### Metal 1

Supply wires on this layer in gray.
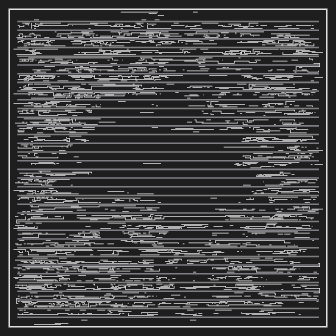
### Signal wires on met2

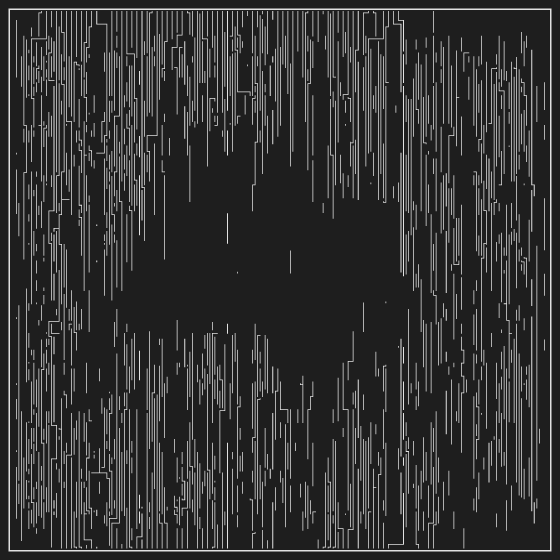
### Signal wires on met3

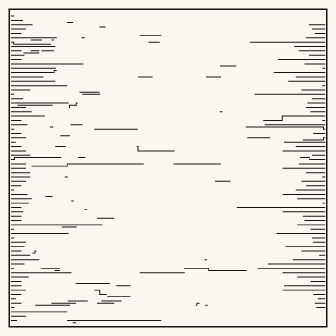
### Metal 4

Scale bar: 20 um. Supply wires on this layer in gray.
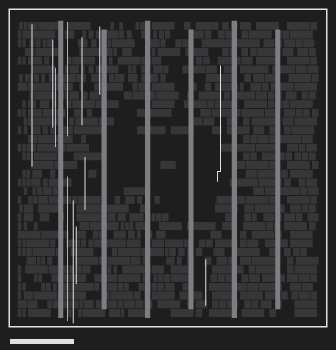
File: src/rtl/mips_mem_arbiter.sv
`default_nettype none
// ==========================================================================
// mips_mem_arbiter - fair two-master arbiter for a fixed-latency memory port
// Revision: 1.0
// ==========================================================================
module mips_mem_arbiter #(
  parameter int AW     = 18,
  parameter int DW     = 32,
  parameter int RD_LAT = 2
) (
  input  logic          clk,
  input  logic          rst,
  input  logic          m0_req,
  input  logic          m0_wr,
  input  logic [AW-1:0] m0_addr,
  input  logic [DW-1:0] m0_wdata,
  output logic          m0_ack,
  output logic [DW-1:0] m0_rdata,
  input  logic          m1_req,
  input  logic          m1_wr,
  input  logic [AW-1:0] m1_addr,
  input  logic [DW-1:0] m1_wdata,
  output logic          m1_ack,
  output logic [DW-1:0] m1_rdata,
  output logic [AW-1:0] mem_addr,
  output logic [DW-1:0] mem_wdata,
  output logic          mem_wr,
  input  logic [DW-1:0] mem_rdata,
  output logic          busy,
  output logic          owner
);

  localparam logic [2:0] CNT_INIT = 3'(RD_LAT - 1);

  typedef enum logic [1:0] {
    S_IDLE   = 2'd0,
    S_ACCESS = 2'd1,
    S_ACK    = 2'd2
  } state_t;

  state_t        state_q, state_d;
  logic [AW-1:0] addr_q, addr_d;
  logic [DW-1:0] wdata_q, wdata_d;
  logic          wr_q, wr_d;
  logic          mem_wr_q, mem_wr_d;
  logic          ack0_q, ack0_d;
  logic          ack1_q, ack1_d;
  logic [DW-1:0] rdata0_q, rdata0_d;
  logic [DW-1:0] rdata1_q, rdata1_d;
  logic          owner_q, owner_d;
  logic          last_q, last_d;
  logic [2:0]    cnt_q, cnt_d;
  logic          busy_q, busy_d;
  logic          grant;

  always_comb begin
    state_d  = state_q;
    addr_d   = addr_q;
    wdata_d  = wdata_q;
    wr_d     = wr_q;
    mem_wr_d = 1'b0;
    ack0_d   = 1'b0;
    ack1_d   = 1'b0;
    rdata0_d = rdata0_q;
    rdata1_d = rdata1_q;
    owner_d  = owner_q;
    last_d   = last_q;
    cnt_d    = cnt_q;
    grant    = 1'b0;

    case (state_q)
      S_IDLE: begin
        // On a tie the master that did not go last wins.
        grant = (m0_req && m1_req) ? ~last_q : m1_req;
        if (m0_req || m1_req) begin
          addr_d   = grant ? m1_addr  : m0_addr;
          wdata_d  = grant ? m1_wdata : m0_wdata;
          wr_d     = grant ? m1_wr    : m0_wr;
          mem_wr_d = grant ? m1_wr    : m0_wr;
          owner_d  = grant;
          cnt_d    = CNT_INIT;
          state_d  = S_ACCESS;
        end
      end
      S_ACCESS: begin
        if (wr_q) begin
          ack0_d  = ~owner_q;
          ack1_d  = owner_q;
          state_d = S_ACK;
        end else if (cnt_q != 3'd0) begin
          cnt_d = cnt_q - 3'd1;
        end else begin
          if (owner_q) rdata1_d = mem_rdata;
          else         rdata0_d = mem_rdata;
          ack0_d  = ~owner_q;
          ack1_d  = owner_q;
          state_d = S_ACK;
        end
      end
      S_ACK: begin
        last_d  = owner_q;
        state_d = S_IDLE;
      end
      default: state_d = S_IDLE;
    endcase

    busy_d = (state_d != S_IDLE);
  end

  always_ff @(posedge clk) begin
    if (rst) begin
      state_q  <= S_IDLE;
      addr_q   <= '0;
      wdata_q  <= '0;
      wr_q     <= 1'b0;
      mem_wr_q <= 1'b0;
      ack0_q   <= 1'b0;
      ack1_q   <= 1'b0;
      rdata0_q <= '0;
      rdata1_q <= '0;
      owner_q  <= 1'b0;
      last_q   <= 1'b1;
      cnt_q    <= 3'd0;
      busy_q   <= 1'b0;
    end else begin
      state_q  <= state_d;
      addr_q   <= addr_d;
      wdata_q  <= wdata_d;
      wr_q     <= wr_d;
      mem_wr_q <= mem_wr_d;
      ack0_q   <= ack0_d;
      ack1_q   <= ack1_d;
      rdata0_q <= rdata0_d;
      rdata1_q <= rdata1_d;
      owner_q  <= owner_d;
      last_q   <= last_d;
      cnt_q    <= cnt_d;
      busy_q   <= busy_d;
    end
  end

  assign mem_addr  = addr_q;
  assign mem_wdata = wdata_q;
  assign mem_wr    = mem_wr_q;
  assign m0_ack    = ack0_q;
  assign m1_ack    = ack1_q;
  assign m0_rdata  = rdata0_q;
  assign m1_rdata  = rdata1_q;
  assign busy      = busy_q;
  assign owner     = owner_q;

endmodule
`default_nettype wire
File: config.mk
export PLATFORM = sky130hd
export DESIGN_NAME = mips_mem_arbiter
export DESIGN_NICKNAME = d
export VERILOG_FILES = /design/src/rtl/mips_mem_arbiter.sv
export SDC_FILE = /design/constraint.sdc
export NUM_CORES = 1
export LEC_CHECK = 0
export CORE_MARGIN = 2
export CORE_UTILIZATION = 60
export DETAILED_ROUTE_END_ITERATION = 16
export DONT_BUFFER_PORTS = 1
export PLACE_DENSITY = 0.86
export REMOVE_ABC_BUFFERS = 1
export SKIP_CTS_REPAIR_TIMING = 1
export SYNTH_ARGS = -nofsm -noshare
export SYNTH_HDL_FRONTEND = slang
export SYNTH_SLANG_ARGS = --single-unit
File: constraint.sdc
create_clock -name clk -period 3.05 [get_ports clk]
set_input_delay 0.7625 -clock clk [delete_from_list [all_inputs] [get_ports clk]]
set_output_delay 0.7625 -clock clk [all_outputs]
set_load 0.01 [all_outputs]
==> Slide: Implementation Results <==
Flow Results at a Glance

Synth
  – Flops out of synthesis: 126
  – Commonest flop: dfxtp_1
  – Cell taking the most area after synthesis: dfxtp_1
  – Top-area cell share: 0.468
  – Synthesis area per yosys: 0.00539 mm2
  – Mean Syn Cell Area: 9.20 um2
  – Mapped cell area: 0.00539 mm2
  – Synth Instances: 586
  – Biggest area cells: dfxtp_1 47%, mux2i_1 12%, nand2b_1 11%
  – Number of enable flip-flop cells: 0
  – Distinct lib cells: 33
  – Yosys Instances: 586
  – Post-synth seq share: 0.468
  – Synth Warn #: 0
  – Top-count cell post-synth: dfxtp_1
  – Most instantiated cells after synthesis: 126 x dfxtp_1, 102 x nand2_1, 97 x nand2b_1, 65 x mux2i_1, 56 x a21oi_1
  – Fraction of registers with async set/reset: 0

Detailed routing
  – First drt pass iteration count: 4
  – # DRC: 0
  – Starting DRC count in detailed routing: 149
  – Met2 wire len: 6960 um
  – Antenna-violating nets left: 0
  – Routed met3 length: 1350 um
  – WL met1: 5030 um
  – Wirelength per Cell: 20.0 um
  – Via density: 6.15
  – Top Layer Used: met4

Critical path
  – Critical path fanouts, max: 25
  – Buf/Inv on CP: 1
  – Worst setup EP type: flop
  – WP data required: 3450 ps
  – Crit path depth: 5
  – Reg2Reg Depth: 5
  – Setup slack, reg-to-reg: between 1000 and 1500 ps
  – WP data arrival: 2340 ps
  – RR Startpoint: cnt_q[0]$_SDFFE_PP0P_
  – Cells along the critical path: inv_1, ha_1, and4bb_2, nand2_2, mux2i_1
  – Crit path launch: cnt_q[0]$_SDFFE_PP0P_
  – Slowest cell on crit path: nand2_2
  – Kind of critical path: flop to flop
  – Critical path launch point type: flop
  – Worst Setup EP: m1_rdata[15]$_SDFFE_PP0P_
  – CP delay by family, top: simple AND/OR/NAND/NOR gates
  – Max incr delay on CP: roughly 600 ps
  – Reg2reg end: m1_rdata[15]$_SDFFE_PP0P_

STA
  – Fin crit share: 0.635
  – RSZ-0062 raised after global routing: false
  – Slew margin rel.: 0.446
  – Setup_tns: 0 ps
  – Max-slew violations: 0
  – Slew @ Worst Pin: between 800 and 900 ps
  – Setup WS post-layout: roughly 1100 ps
  – Setup violators final: 0
  – Final hold vios: 0
  – Fin Clk Skew: 7.74 ps
  – Tmin final: 1940 ps
  – Max Clock Freq: 516 MHz

Power and ir drop
  – Pleak: 0.00239 uW
  – Worst ir drop on vdd: roughly 0.34 mV
  – PD cells: 749 mW/mm2

CTS
  – CTS max path bufs: 2
  – H-tree depth: 4
  – Latency at later pin: 500 ps
  – Clk sinks: 126
  – Register clock-pin slew on the reported worst setup and hold paths: 60 ps
  – Num CTS Buffers: 17
  – Root buf cell: clkbuf_8
  – TritonCTS clock tree: done

Global routing
  – Largest net degree at the start of global routing: approximately 160
  – Vias in the first global route: 4,044
  – Grt total ovfl: 0
  – Initial antenna violation count: 0
  – First-pass GRT wire length: 20,700 um
  – GRT Total Usage: 0.266

Min path
  – Hold EP: state_q[0]$_SDFF_PP0_
  – Hold path cells: 1
  – Worst hold path type: input pin to flop
  – Worst hold start: rst

Finish
  – Final Util: 0.685
  – Proportion of layout cells with a drive suffix above 1: 0.0868
  – Number of diodes: 0
  – Layout fillers: 654
  – Final net count: about 700
  – Non-Filler Instances: 684
  – Layout area overhead: 10.8%
  – Seq. cell area: ~0.0025 mm2
  – Comb gate area: 0.00265 mm2

Floorplanning
  – Die Span Y: 98.8 um
  – FP Util: 0.618
  – Rows: 34
  – Die ar.: 0.00976 mm2
  – Io pins: approximately 260
  – Core area: 0.00872 mm2
  – Die extent in x: between 90 and 100 um

Placement
  – I/O Buffers: 0
  – Cell Count Post-Placement: 652
  – DP HPWL: 9370 um
  – Pre-CTS WS: roughly 940 ps
  – Routability cong.: about 0.86

Job
  – Log Warnings: 28
  – Number of max-cap violations: 0

Status
  – Outcome: finished, final reports clean
Back to the opening pictures, 'Metal 1':
longest straight run: 26.2 um
nets with wire on the layer: 638
wire length on this layer: 5,030 um
main direction: horizontal
share of all routed wire: 37%

Back to the opening pictures, 'Signal wires on met2':
longest straight run: 42.8 um
share of all routed wire: 51%
nets with wire on the layer: 616
wire length on this layer: 6,960 um

Back to the opening pictures, 'Signal wires on met3':
share of all routed wire: 9.9%
wire length on this layer: 1,350 um

Back to the opening pictures, 'Metal 4':
nets with wire on the layer: 11
share of all routed wire: 2.5%
wire length on this layer: 348 um
main direction: vertical
longest straight run: 44.9 um
Vias: 4,210
final WL: 13,700 um

[where the power goes]
part	leakage, uW	switching (uW)	internal (uW)
Combinational	0.00107	278	207
Sequential	0.00103	185	1790
Clock	0.000288	741	1270
Total	0.00239	1200	3270
[layer usage]
metal | global-route usage | vias to the layer above
met1 | 0.283 | 1959
met2 | 0.470 | 227
met3 | 0.109 | 27
met4 | 0.100 | 0
met5 | 0 | -
li1 | - | 1997
[metrics by stage]
step | total power [uW] | area [um2] | hold WS, ps
global route | 4650 | 5980 | 317
global placement | 2460 | 5380 | 504
floorplan | 2340 | 5160 | 492
CTS | 4500 | 5980 | 309
detailed placement | 2500 | 5380 | 514
finish | 4470 | 5980 | 379
[cell type report]
type                            count  area share
Clock buffer                       19      0.0722
Clock inverter                     13      0.0274
Inverter                            3     0.00188
Multi-Input combinational cell    407       0.444
Sequential cell                   126       0.422
Tap cell                          108      0.0226
Timing Repair Buffer                8      0.0101
[logic make-up (layout without fill, tap and decap cells)]
family | count (synthesis) | count (layout) | share of synthesized area
fa+ha+maj | 2 | 2 | 0.00464
simple gates | 224 | 224 | 0.214
flops | 126 | 126 | 0.468
compound gates | 115 | 115 | 0.147
buf+inv | 53 | 43 | 0.0441
mux | 66 | 66 | 0.123
[flip-flops by register name, summed over array words and instances (netlist names), 2 cells and up]
name,cells
cnt_q,3
m0_rdata,32
m1_rdata,32
mem_addr,18
mem_wdata,32
state_q,2
[placed cells by master, fill, tap and decap left out, types with 3 or more instances in the layout]
cell         n
a21oi_1     56
a311oi_1    50
buf_4        8
bufinv_16    3
clkbuf_16   16
clkinv_2     3
clkinv_4     4
dfxtp_1    126
inv_1        3
mux2i_1     65
nand2_1    102
nand2b_1    97
nor2_1       5
nor2b_1      4
or2_2        3
Power figures rest on the tool's default switching activity, not on a simulated workload.
